==> src/rtl/pif_led_seq.sv <==
// Two-colour LED sequencer: solid, breathe and blink patterns with PWM dimming.
// Commands are accepted over a valid/ready handshake; finite sequences pulse done on completion.
module pif_led_seq #(
    parameter int unsigned TICK_DIV   = 8,
    parameter int unsigned B          = 5,
    parameter int unsigned HOLD_TICKS = 4
) (
    input  logic       osc,
    input  logic       sys_rst,
    input  logic       cmd_valid,
    output logic       cmd_ready,
    input  logic [1:0] cmd_color,
    input  logic [1:0] cmd_mode,
    input  logic [3:0] cmd_repeat,
    output logic       red,
    output logic       green,
    output logic       busy,
    output logic       done
);

    localparam int unsigned PW = (TICK_DIV > 2) ? $clog2(TICK_DIV) : 1;
    localparam logic [PW-1:0] PRESC_RELOAD = PW'(TICK_DIV - 1);
    localparam logic [PW-1:0] PRESC_ONE    = PW'(1);
    localparam logic [B-1:0]  LVL_MAX      = '1;
    localparam logic [B-1:0]  LVL_ONE      = B'(1);
    localparam logic [7:0]    HOLD_LAST    = 8'(HOLD_TICKS - 1);

    typedef enum logic [2:0] {
        StIdle, StSolid, StUp, StHoldHi, StDown, StHoldLo
    } state_e;

    state_e        state_q, state_d;
    logic [B-1:0]  lvl_q, lvl_d;
    logic [B-1:0]  pwm_q;
    logic [PW-1:0] presc_q, presc_d;
    logic [3:0]    cnt_q, cnt_d;
    logic [7:0]    hold_q, hold_d;
    logic [1:0]    color_q, color_d;
    logic [1:0]    mode_q, mode_d;
    logic [3:0]    rep_q, rep_d;
    logic          done_q, done_d;
    logic          red_q, red_d;
    logic          green_q, green_d;
    logic          rdy_en_q;

    logic tick, accept, blink, led_on;

    assign tick      = (presc_q == '0);
    assign busy      = (state_q != StIdle);
    // Finite sequences lock out new commands until they finish.
    assign cmd_ready = rdy_en_q & ((state_q == StIdle) | (state_q == StSolid) | (rep_q == 4'd0));
    assign accept    = cmd_valid & cmd_ready;
    assign blink     = (mode_q == 2'd2);
    assign led_on    = (lvl_q == LVL_MAX) | (pwm_q < lvl_q);
    assign red       = red_q;
    assign green     = green_q;
    assign done      = done_q;

    always_comb begin
        state_d = state_q;
        lvl_d   = lvl_q;
        cnt_d   = cnt_q;
        hold_d  = hold_q;
        color_d = color_q;
        mode_d  = mode_q;
        rep_d   = rep_q;
        done_d  = 1'b0;
        presc_d = tick ? PRESC_RELOAD : presc_q - PRESC_ONE;
        red_d   = ~(led_on & color_q[0]);
        green_d = ~(led_on & color_q[1]);

        if (accept) begin
            color_d = cmd_color;
            mode_d  = cmd_mode;
            rep_d   = cmd_repeat;
            cnt_d   = 4'd0;
            hold_d  = 8'd0;
            presc_d = PRESC_RELOAD;
            if (cmd_color == 2'd0) begin
                state_d = StIdle;
                lvl_d   = '0;
                done_d  = (state_q != StIdle);
            end else if ((cmd_mode == 2'd1) || (cmd_mode == 2'd2)) begin
                state_d = StUp;
                lvl_d   = '0;
            end else begin
                state_d = StSolid;
                lvl_d   = LVL_MAX;
            end
        end else if (tick) begin
            unique case (state_q)
                StUp: begin
                    if (blink || (lvl_q == LVL_MAX - LVL_ONE)) begin
                        lvl_d   = LVL_MAX;
                        state_d = StHoldHi;
                        hold_d  = 8'd0;
                    end else begin
                        lvl_d = lvl_q + LVL_ONE;
                    end
                end
                StHoldHi: begin
                    if (hold_q == HOLD_LAST) begin
                        state_d = StDown;
                        hold_d  = 8'd0;
                    end else begin
                        hold_d = hold_q + 8'd1;
                    end
                end
                StDown: begin
                    if (blink || (lvl_q == LVL_ONE)) begin
                        lvl_d   = '0;
                        state_d = StHoldLo;
                        hold_d  = 8'd0;
                    end else begin
                        lvl_d = lvl_q - LVL_ONE;
                    end
                end
                StHoldLo: begin
                    if (hold_q == HOLD_LAST) begin
                        cnt_d  = cnt_q + 4'd1;
                        hold_d = 8'd0;
                        if ((rep_q != 4'd0) && (cnt_d == rep_q)) begin
                            state_d = StIdle;
                            lvl_d   = '0;
                            done_d  = 1'b1;
                        end else begin
                            state_d = StUp;
                        end
                    end else begin
                        hold_d = hold_q + 8'd1;
                    end
                end
                default: ;
            endcase
        end
    end

    always_ff @(posedge osc or posedge sys_rst) begin
        if (sys_rst) begin
            state_q  <= StIdle;
            lvl_q    <= '0;
            pwm_q    <= '0;
            presc_q  <= PRESC_RELOAD;
            cnt_q    <= 4'd0;
            hold_q   <= 8'd0;
            color_q  <= 2'd0;
            mode_q   <= 2'd0;
            rep_q    <= 4'd0;
            done_q   <= 1'b0;
            red_q    <= 1'b1;
            green_q  <= 1'b1;
            rdy_en_q <= 1'b0;
        end else begin
            state_q  <= state_d;
            lvl_q    <= lvl_d;
            pwm_q    <= pwm_q + LVL_ONE;
            presc_q  <= presc_d;
            cnt_q    <= cnt_d;
            hold_q   <= hold_d;
            color_q  <= color_d;
            mode_q   <= mode_d;
            rep_q    <= rep_d;
            done_q   <= done_d;
            red_q    <= red_d;
            green_q  <= green_d;
            rdy_en_q <= 1'b1;
        end
    end

endmodule
==> config.mk <==
export PLATFORM = sky130hd
export DESIGN_NAME = pif_led_seq
export DESIGN_NICKNAME = d
export VERILOG_FILES = /design/src/rtl/pif_led_seq.sv
export SDC_FILE = /design/constraint.sdc
export NUM_CORES = 1
export LEC_CHECK = 0
export CAP_MARGIN = 10
export CORE_MARGIN = 2
export CORE_UTILIZATION = 45
export CTS_CLUSTER_DIAMETER = 100
export CTS_CLUSTER_SIZE = 24
export DETAILED_ROUTE_END_ITERATION = 16
export PLACE_DENSITY_LB_ADDON = 0.12
export SLEW_MARGIN = 20
export SYNTH_ARGS = -nofsm -noshare
export SYNTH_HDL_FRONTEND = slang
export SYNTH_SLANG_ARGS = --single-unit
==> constraint.sdc <==
create_clock -name osc -period 2.28 [get_ports osc]
set_input_delay 0.684 -clock osc [delete_from_list [all_inputs] [get_ports osc]]
set_output_delay 0.684 -clock osc [all_outputs]
set_load 0.05 [all_outputs]
Fig. 1: track usage over the die
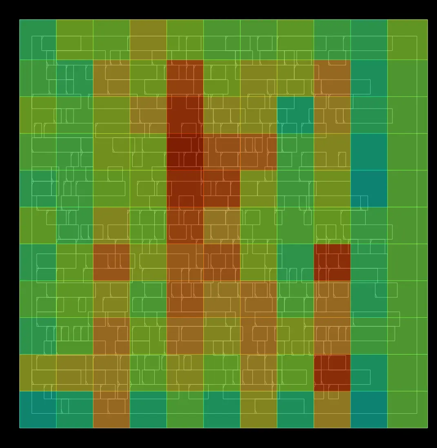
met2 Track Usage GR: 30.9%
met3 Use GR: 3.44%
Routed WL per cell: 14.0 um
utilization after layout: 57.6%

Fig. 2: sequential cells grouped by signal name
Other sequential cells in the stronger gray, the rest of the logic in the fainter gray.
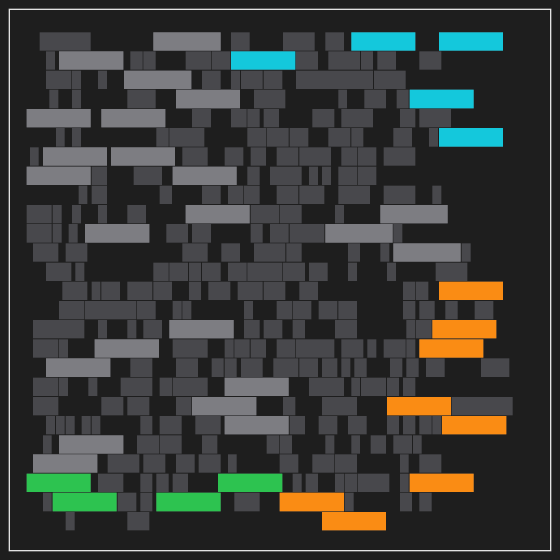
Key: green = `cnt_q` [flops 4, where south-west]; cyan = `pwm_q` [flops 5, where north-east]; orange = `hold_q` [flops 8]
Another 23 sequential cells are not colored.

Fig. 3: the metal 1 layer
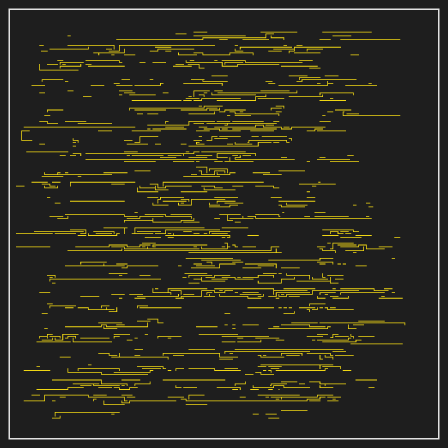
The longest straight run is 26.2 um. The wires run mostly horizontal. The layer holds 50% of the routed length. 284 nets have wire on it.
Via Count: 1932
GR Util met1: 26.7%

Fig. 4: port wiring
Bar = 20 um.
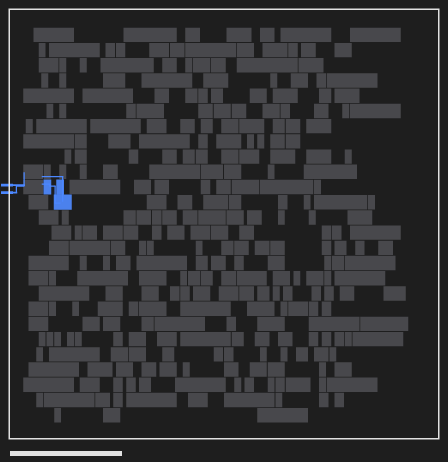
Key: blue = `cmd_mode` [bits 2, direction input, edge west, end cells 3, buffers 2, wire 22.3 um]

Fig. 5: clock network drawn from the DEF
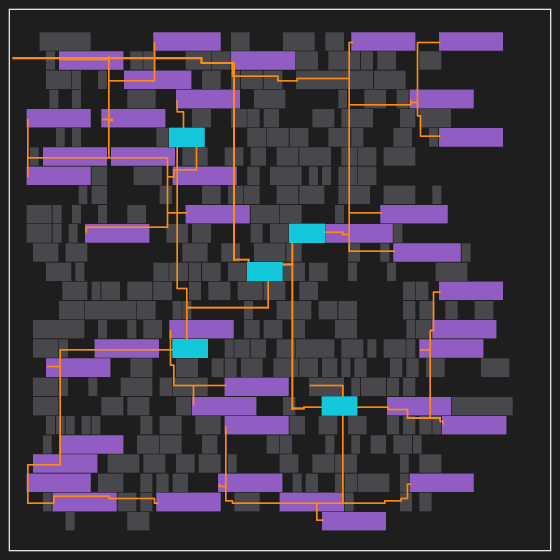
Key: purple = flip-flops [count 40]; orange = clock wires [length 542 um]; cyan = clock-net drivers [count 5]
There are 6 routed clock nets.
clk pwr: 0.635 mW
clk ins delay skew pair: 0.29 ns
Setup Skew: 0.00454 ns
clock power share: 21.1%

==> summary.txt <==
yosys + openroad results -> Pint=1.88 mW, outcome=completed, CORE AREA=5110 um^2, Clock buf/inv share=4.30%, Repair and plain buffers=41, floorplan utilization=46.3%, die y size=76.5 um, CP cell instances=or4_4 > nor4b_4 > buf_4 > a21oi_2 > o21ai_2 > mux2_2, worst slew pin tran=0.525 ns, combinational gate count=189, Well Taps=70, Final Hold Slack=0.430 ns, Area leader share=37.0%, row count=26, final critical-path share of the clock period=98.0%, CP top delay family=simple AND/OR/NAND/NOR gates, port bufs=15, Unique cell types=58, register clock-pin slew on the reported worst setup and hold paths=0.08 ns, logic share of the area=44.1%, Buf/Inv on CP=1, comb. cell area=1300 um^2, NumNets Final=315, Flops=40, Inst Count DP=351, layout cell share with drive strength beyond 1=19.2%, Mean Syn Cell Area=9.47 um^2, fin cells=361, Routed WL=5050 um, Cells after Synth=250, Antenna diodes=0, detailed-route DRC error count=0, CP endpoint kind=register, first-pass GRT wire length=9160 um, Leading cell kind=combinational gates, Longest Clk Path Bufs=2, Iter 0 DRT Violations=61, number of global-route vias before repair=1976, critical path launch point type=register, largest net degree at the start of global routing=41, Seq share, synth=42.5%, dpl hpwl=3740 um, post-synth top area cell=dfrtp_1, most used flip-flop cell=dfrtp_1, Ys Warns=0, Power Density=1020 nW/um^2, clk sink count=40, GP Congestion=0.831, Fmax=448 MHz, asr flop ratio synth=100%, combinational share of power=42.3%, Max Slew Vio Count=0, endpoints failing hold=0, CLK BUF=7, flop share of the area=34.3%, area delta synth->final=24.2%, slowest CP cell=or4_4, Static Leak=1.38 nW, VDD IR max=0.710 mV, most frequent cells in the layout=dfrtp_1, nand2_1, buf_4, CTS tree=yes, vias per cell=5.35, Final min period=2.23 ns, CTS Root Cell=clkbuf_8, Die Size=5860 um^2, Hold/Removal Path Class=reg2reg, Flop pwr share=36.6%, cts hold-fix bufs=0, Post-synth regs=40, relative slew slack=64.8%
==> metal layers <==
| metal | track usage [%] | part of all wire [%] | up-vias |
|---|---|---|---|
| li1 | - | - | 982 |
| met1 | 26.7 | 50 | 909 |
| met2 | 30.9 | 45 | 36 |
| met3 | 3.44 | 3.3 | 5 |
| met4 | 6.00 | 1.1 | 0 |
| met5 | 0 | 0 | - |
==> flip-flops by register name (all words and copies together) (netlist names) <==
signal / flops
state_q: 3
mode_q: 2
rdy_en_q: 1
color_q: 2
green: 1
cnt_q: 4
presc_q: 3
hold_q: 8
done: 1
lvl_q: 5
pwm_q: 5
rep_q: 4
red: 1
==> worst reg2reg max path, delay by kind of cell (launching register included) <==
| family | cells | cell delay, ns |
|---|---|---|
| mux | 1 | 0.35 |
| compound gates | 2 | 0.27 |
| flops | 1 | 0.38 |
| simple gates | 2 | 0.91 |
| buf+inv | 1 | 0.21 |
==> cells in the mapped netlist (3+ instances only) <==
library cell and n:
a21oi_1 11, clkbuf_1 7, dfrtp_1 35, dfstp_2 5
ha_1 14, inv_1 13, mux2i_1 5, nand2_1 34
nand2b_1 3, nand3_1 10, nand4_1 4, nor2_1 12
nor2b_1 3, nor3_1 4, nor3b_1 3, o211ai_1 3
o21ai_0 13, o22ai_1 3, or3_1 4, xnor2_1 9
xor2_1 6
==> through the flow <==
stage	util, %	cell area (um^2)	setup slack, ns
2_1_floorplan	-	2370	0.0775
3_3_place_gp	54.5	2780	0.0813
3_5_place_dp	54.5	2780	-0.00247
4_1_cts	56.9	2910	0.0139
5_1_grt	57.6	2940	-0.0471
6_report	57.6	2940	0.0463
==> power by group through the flow <==
stage	Combinational, mW	Sequential (mW)	Clock [mW]
floorplan	0.843	1.09	0
global placement	1.25	1.11	0
detailed placement	1.26	1.11	0
CTS	1.28	1.09	0.655
global route	1.44	1.14	0.677
finish	1.27	1.10	0.635
==> timing repair <==
| item | CTS | global route |
|---|---|---|
| endpoints found under the setup margin | 0 | 5 |
| gates resized | 0 | 4 |
| buffers inserted | 0 | 2 |
==> logic make-up after synthesis <==
| logic type | after synthesis | synth area share [%] |
|---|---|---|
| buf+inv | 21 | 3.38 |
| mux | 7 | 3.07 |
| fa+ha+maj | 14 | 7.40 |
| other cells | 1 | 0.158 |
| simple gates | 91 | 20.4 |
| compound gates | 61 | 17.5 |
| xor+xnor | 15 | 5.55 |
| flops | 40 | 42.5 |
==> worst paths after layout <==
check,from,end,slack (ns),cells past startpoint
max,hold_q[7]$_DFFE_PP0P_,lvl_q[0]$_DFFE_PP0P_,0.05,6
min,color_q[1]$_DFFE_PP0P_,green$_DFF_PP1_,0.43,1
max reg2reg,hold_q[7]$_DFFE_PP0P_,lvl_q[0]$_DFFE_PP0P_,0.05,6
min reg2reg,color_q[1]$_DFFE_PP0P_,green$_DFF_PP1_,0.43,1
max in group asynchronous,sys_rst,presc_q[2]$_DFF_PP1_,1.27,3
min in group asynchronous,sys_rst,color_q[1]$_DFFE_PP0P_,0.74,3
Power is estimated from default activity; no workload was simulated.
